`src/rtl/combo_status_display_if.sv`:
```
// Signal bundle between the combo-lock core and its status display.
// The lock side drives the status levels; the display side returns segments and flags.
interface combo_status_display_if #(
  parameter int NUM_DIGITS = 6
);
  logic                      open_i;
  logic                      new_i;
  logic                      alarm_i;
  logic                      ack_i;
  logic [7*NUM_DIGITS-1:0]   hex_o;
  logic                      alarm_o;
  logic                      busy_o;

  modport master (
    output open_i, new_i, alarm_i, ack_i,
    input  hex_o, alarm_o, busy_o
  );

  modport slave (
    input  open_i, new_i, alarm_i, ack_i,
    output hex_o, alarm_o, busy_o
  );
endinterface

```
`src/rtl/combo_status_display.sv`:
```
// Lock status FSM driving a multi-digit active-low 7-seg word that scrolls in from the
// right on every status change, with a sticky, blinking alarm.
module combo_status_display #(
  parameter int NUM_DIGITS = 6,
  parameter int SCROLL_DIV = 12_500_000,
  parameter int BLINK_DIV  = 25_000_000
) (
  input  logic                  clk,
  input  logic                  rst_n,
  combo_status_display_if.slave bus
);

  localparam int SW = (SCROLL_DIV > 1) ? $clog2(SCROLL_DIV) : 1;
  localparam int BW = (BLINK_DIV > 1) ? $clog2(BLINK_DIV) : 1;
  localparam int PW = $clog2(NUM_DIGITS + 1);

  localparam logic [SW-1:0] SCROLL_LAST = SW'(SCROLL_DIV - 1);
  localparam logic [BW-1:0] BLINK_LAST  = BW'(BLINK_DIV - 1);
  localparam logic [PW-1:0] PTR_END     = PW'(NUM_DIGITS);
  localparam logic [PW-1:0] WORD_LEN    = PW'(4);
  localparam logic [6:0]    BLANK       = 7'h7F;

  typedef enum logic [1:0] {
    ST_LOCKED = 2'd0,
    ST_OPEN   = 2'd1,
    ST_NEW    = 2'd2,
    ST_ALARM  = 2'd3
  } state_t;

  state_t                  state_reg, state_next;
  logic                    alarm_reg, alarm_next;
  logic [SW-1:0]           sdiv_reg, sdiv_next;
  logic [BW-1:0]           bdiv_reg, bdiv_next;
  logic [PW-1:0]           ptr_reg, ptr_next;
  logic                    phase_reg, phase_next;
  logic                    busy_reg, busy_next;
  logic [6:0]              buf_reg [NUM_DIGITS];
  logic [6:0]              buf_next [NUM_DIGITS];
  logic [6:0]              shift_buf [NUM_DIGITS];
  logic [7*NUM_DIGITS-1:0] hex_reg, hex_next;
  logic                    changed;
  logic                    step;

  // Character idx (0 = leftmost) of the word shown for each status.
  function automatic logic [6:0] word_char(input state_t s, input logic [1:0] idx);
    logic [6:0] g;
    g = BLANK;
    case (s)
      ST_LOCKED: g = 7'h7E;
      ST_OPEN: begin
        case (idx)
          2'd0:    g = 7'h01;
          2'd1:    g = 7'h18;
          2'd2:    g = 7'h30;
          default: g = 7'h09;
        endcase
      end
      ST_NEW: begin
        case (idx)
          2'd0:    g = 7'h09;
          2'd1:    g = 7'h30;
          2'd2:    g = 7'h41;
          default: g = BLANK;
        endcase
      end
      default: begin
        case (idx)
          2'd0:    g = 7'h08;
          2'd1:    g = 7'h71;
          2'd2:    g = 7'h08;
          default: g = 7'h7A;
        endcase
      end
    endcase
    return g;
  endfunction

  // One scroll step: everything moves left, the next character enters on the right.
  assign shift_buf[0] = (ptr_reg < WORD_LEN) ? word_char(state_reg, ptr_reg[1:0]) : BLANK;

  genvar gi;
  generate
    for (gi = 1; gi < NUM_DIGITS; gi++) begin : g_shift
      assign shift_buf[gi] = buf_reg[gi-1];
    end
  endgenerate

  always_comb begin
    alarm_next = bus.alarm_i | (alarm_reg & ~bus.ack_i);

    if (alarm_next)
      state_next = ST_ALARM;
    else if (bus.new_i)
      state_next = ST_NEW;
    else if (bus.open_i)
      state_next = ST_OPEN;
    else
      state_next = ST_LOCKED;

    changed = (state_next != state_reg);
    step    = (ptr_reg < PTR_END) && (sdiv_reg == SCROLL_LAST);

    if (changed)
      sdiv_next = '0;
    else if (step)
      sdiv_next = '0;
    else if (ptr_reg < PTR_END)
      sdiv_next = sdiv_reg + 1'b1;
    else
      sdiv_next = sdiv_reg;

    if (changed)
      ptr_next = '0;
    else if (step)
      ptr_next = ptr_reg + 1'b1;
    else
      ptr_next = ptr_reg;

    for (int i = 0; i < NUM_DIGITS; i++) begin
      if (changed)
        buf_next[i] = BLANK;
      else if (step)
        buf_next[i] = shift_buf[i];
      else
        buf_next[i] = buf_reg[i];
    end

    // Blink runs only while in ALARM; any other status keeps the display lit.
    if (changed || state_next != ST_ALARM) begin
      phase_next = 1'b1;
      bdiv_next  = '0;
    end else if (bdiv_reg == BLINK_LAST) begin
      phase_next = ~phase_reg;
      bdiv_next  = '0;
    end else begin
      phase_next = phase_reg;
      bdiv_next  = bdiv_reg + 1'b1;
    end

    for (int i = 0; i < NUM_DIGITS; i++)
      hex_next[7*i +: 7] = phase_next ? buf_next[i] : BLANK;

    busy_next = (ptr_next < PTR_END);
  end

  always_ff @(posedge clk or negedge rst_n) begin
    if (!rst_n) begin
      state_reg <= ST_LOCKED;
      alarm_reg <= 1'b0;
      sdiv_reg  <= '0;
      bdiv_reg  <= '0;
      ptr_reg   <= '0;
      phase_reg <= 1'b1;
      busy_reg  <= 1'b1;
      buf_reg   <= '{default: BLANK};
      hex_reg   <= '1;
    end else begin
      state_reg <= state_next;
      alarm_reg <= alarm_next;
      sdiv_reg  <= sdiv_next;
      bdiv_reg  <= bdiv_next;
      ptr_reg   <= ptr_next;
      phase_reg <= phase_next;
      busy_reg  <= busy_next;
      buf_reg   <= buf_next;
      hex_reg   <= hex_next;
    end
  end

  assign bus.hex_o   = hex_reg;
  assign bus.alarm_o = alarm_reg;
  assign bus.busy_o  = busy_reg;

endmodule

```
`src/flat_wrapper.sv`:
```
// flat-port wrapper written by rule: the top's interface ports become plain ports
module combo_status_display_flat 
#(
  parameter int NUM_DIGITS = 6,
  parameter int SCROLL_DIV = 12_500_000,
  parameter int BLINK_DIV  = 25_000_000
)
  (clk, rst_n, bus_open_i, bus_new_i, bus_alarm_i, bus_ack_i, bus_hex_o, bus_alarm_o, bus_busy_o);
  combo_status_display_if #(.NUM_DIGITS(NUM_DIGITS)) bus_i ();
  input  logic clk;
  input  logic rst_n;
  input wire logic [$bits(bus_i.open_i)-1:0] bus_open_i;
  input wire logic [$bits(bus_i.new_i)-1:0] bus_new_i;
  input wire logic [$bits(bus_i.alarm_i)-1:0] bus_alarm_i;
  input wire logic [$bits(bus_i.ack_i)-1:0] bus_ack_i;
  output wire logic [$bits(bus_i.hex_o)-1:0] bus_hex_o;
  output wire logic [$bits(bus_i.alarm_o)-1:0] bus_alarm_o;
  output wire logic [$bits(bus_i.busy_o)-1:0] bus_busy_o;
  assign bus_i.open_i = bus_open_i;
  assign bus_i.new_i = bus_new_i;
  assign bus_i.alarm_i = bus_alarm_i;
  assign bus_i.ack_i = bus_ack_i;
  assign bus_hex_o = bus_i.hex_o;
  assign bus_alarm_o = bus_i.alarm_o;
  assign bus_busy_o = bus_i.busy_o;
  combo_status_display #(.NUM_DIGITS(NUM_DIGITS), .SCROLL_DIV(SCROLL_DIV), .BLINK_DIV(BLINK_DIV)) u_core (.clk(clk), .rst_n(rst_n), .bus(bus_i));
endmodule
```
`config.mk`:
```
export PLATFORM = sky130hd
export DESIGN_NAME = combo_status_display_flat
export DESIGN_NICKNAME = d
export VERILOG_FILES = /design/src/rtl/combo_status_display_if.sv /design/src/rtl/combo_status_display.sv /design/src/flat_wrapper.sv
export SDC_FILE = /design/constraint.sdc
export NUM_CORES = 1
export LEC_CHECK = 0
export CAP_MARGIN = 20
export CORE_MARGIN = 4
export CORE_UTILIZATION = 50
export CTS_BUF_LIST = sky130_fd_sc_hd__clkbuf_8 sky130_fd_sc_hd__clkbuf_16
export CTS_CLUSTER_DIAMETER = 50
export CTS_CLUSTER_SIZE = 16
export DETAILED_ROUTE_END_ITERATION = 8
export PLACE_DENSITY_LB_ADDON = 0.08
export SLEW_MARGIN = 10
export SYNTH_ARGS = -nofsm -noshare
export SYNTH_HDL_FRONTEND = slang
export SYNTH_SLANG_ARGS = --single-unit
```
`constraint.sdc`:
```
create_clock -name clk -period 2.14 [get_ports clk]
set_clock_uncertainty 0.1 [all_clocks]
set_input_delay 0.428 -clock clk [delete_from_list [all_inputs] [get_ports clk]]
set_output_delay 0.428 -clock clk [all_outputs]
set_load 0.02 [all_outputs]
```
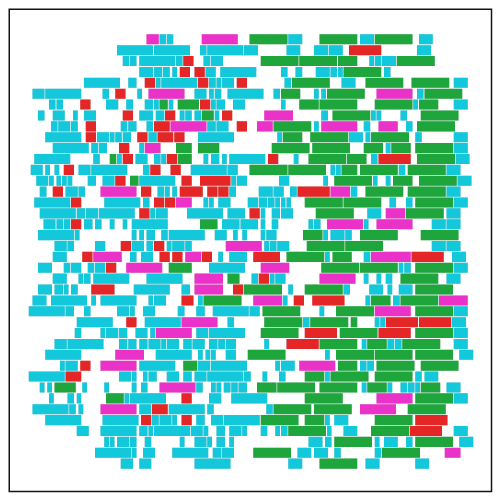
run_1/sizes.png
(4 px per um)
- _2 cells: green (cells 121)
- _0 and _1 cells: cyan (cells 457)
- _6 and larger: magenta (cells 38)
- _3 and _4 cells: red (cells 72)
final worst setup slack: 0.00611 ns
Signal buffers: 112
Area Overhead vs Synth: 32.3%

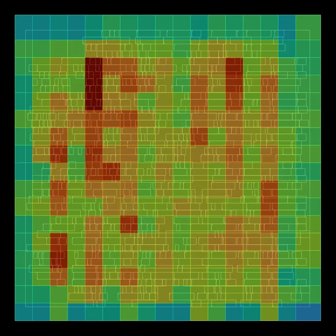
run_1/congestion.png
global route hottest layer: met2
met2 usage: 30.3%
all-layer global routing usage: 19.4%

==> CHANGELOG.md, run 1 <==
### Implementation results

* CP Buf/Inv Count at 2
* CP max FO at 3
* Top cells, area: dfstp_2 (36%), dfrtp_1 (22%), mux2i_1 (6.4%), nand3_1 (5.1%), nand2_1 (3.9%)
* Max VDD drop at 0.418 mV
* Post-synth EDFFs at 0
* CTS tree: done
* Crit path to: u_core.bus.hex_o[6]
* Via-to-Cell Ratio at 5.39
* Met3 GRT Util at 4.07%
* Ys flop type: dfstp_2
* Most numerous cell in the Yosys netlist: dfstp_2
* Commonest Layout Cell: dfstp_2
* Late-Pin Clk Latency at 0.42 ns
* Post-synth ARST share at 100%
* Worst path depth at 8
* CP startpoint kind: flip-flop
* # diodes at 0
* Worst reg2reg path endpoint: u_core.bus.hex_o[6]
* Status: finished, final reports clean
* Avg WL per Cell at 15.8 um
* Simple share at 20.7%
* Initial DRT Pass Iterations at 5
* Area leader share at 35.9%
* Setup crit start: u_core.sdiv_reg[0]
* Fraction of area in multi-input gates at 33.0%
* Tmin final at 2.13 ns
* Metal2 WL at 6640 um
* CP endpoint kind: flip-flop
* Invs w/o clock at 10
* # clk buffers at 22
* # placed instances at 816
* Power Clock at 2.80 mW
* Setup total negative slack at 0 ns
* Global-route wire length before repair at 22200 um
* R2r setup slk at 0.006 ns
* Starting density of the core at 51.8%
* Mux share at 6.54%
* Sequential power at 2.72 mW
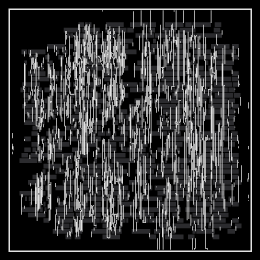
run_1/layer_met2.png
(2 px per um) Cells faint in the background.
- nets with wire on the layer: 593
- main direction: vertical
- longest straight run: 44.8 um
- wire length on this layer: 6640 um
vias: 4613
detailed-route wire length: 13600 um

## Run 2: what changed since run 1
--- a/config.mk
+++ b/config.mk
@@ -7,7 +7,7 @@
 export LEC_CHECK = 0
 export CAP_MARGIN = 20
 export CORE_MARGIN = 4
-export CORE_UTILIZATION = 50
+export CORE_UTILIZATION = 52
 export CTS_BUF_LIST = sky130_fd_sc_hd__clkbuf_8 sky130_fd_sc_hd__clkbuf_16
 export CTS_CLUSTER_DIAMETER = 50
 export CTS_CLUSTER_SIZE = 16
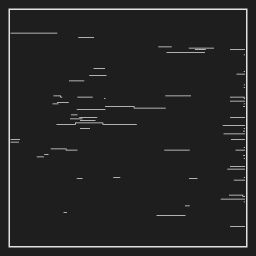
run_2/layer_met3.png
(2 px per um)
- main direction: horizontal
- wire length on this layer: 428 um
- share of all routed wire: 3.3%
- nets with wire on the layer: 48
- longest straight run: 23.0 um
detailed-route wire length: 13100 um
vias: 4586

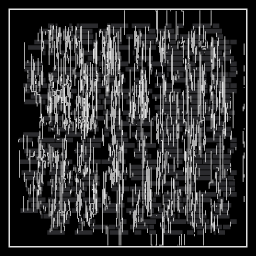
run_2/layer_met2.png
(2 px per um) Cells faint in the background.
- main direction: vertical
- share of all routed wire: 48%
- nets with wire on the layer: 596
- wire length on this layer: 6340 um
- longest straight run: 42.8 um
met2 usage: 30.7%

==> run 2 against run 1 <==
  * Non-clock buffer count decreased by 8
  * Area after synthesis unchanged
  * Cell count decreased by 3.9%
  * Routed wire length decreased by 3.6%
  * Clock power increased by 4%
  * Power increased by 2.0%
==> CHANGELOG.md, run 2 <==
### Implementation results

* Status: finished, final reports clean
* Initial DRT Pass Iterations at 5
* # clk buffers at 20
* Worst path depth at 7
* CP max FO at 21
* Mux share at 6.54%
* CTS tree: done
* Avg WL per Cell at 15.9 um
* # placed instances at 788
* Ys flop type: dfstp_2
* Global route hottest layer: met2
* Area leader share at 35.9%
* Commonest Layout Cell: dfstp_2
* Global-route wire length before repair at 22000 um
* Max VDD drop at 0.570 mV
* Setup crit start: u_core.sdiv_reg[0]
* Power Clock at 2.92 mW
* Starting density of the core at 54.2%
* Sequential power at 2.72 mW
* Late-Pin Clk Latency at 0.42 ns
* Area Overhead vs Synth at 28.0%
* All-layer global routing usage at 19.6%
* Crit path to: u_core.bus.hex_o[41]
* Setup total negative slack at 0 ns
* Via-to-Cell Ratio at 5.57
* Worst reg2reg path endpoint: u_core.bus.hex_o[41]
* CP startpoint kind: flip-flop
* Met3 GRT Util at 5.29%
* Post-synth ARST share at 100%
* Signal buffers at 104
* CP Buf/Inv Count at 1
* Metal2 WL at 6340 um
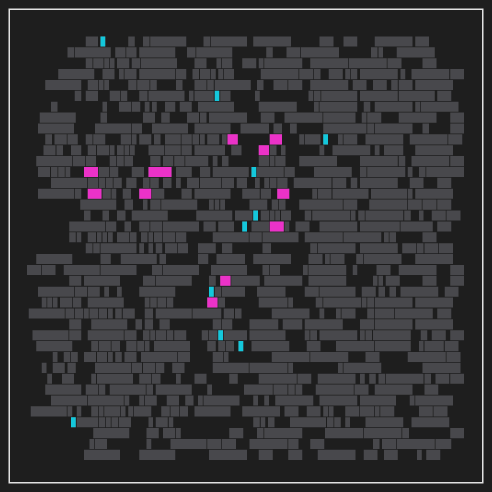
run_2/logic_types.png
(4 px per um)
- AND-OR and OR-AND gates: magenta (cells 11; most used a21o_1)
- inverters: cyan (cells 10; most used inv_1)

Power and IR drop assume default switching activity.
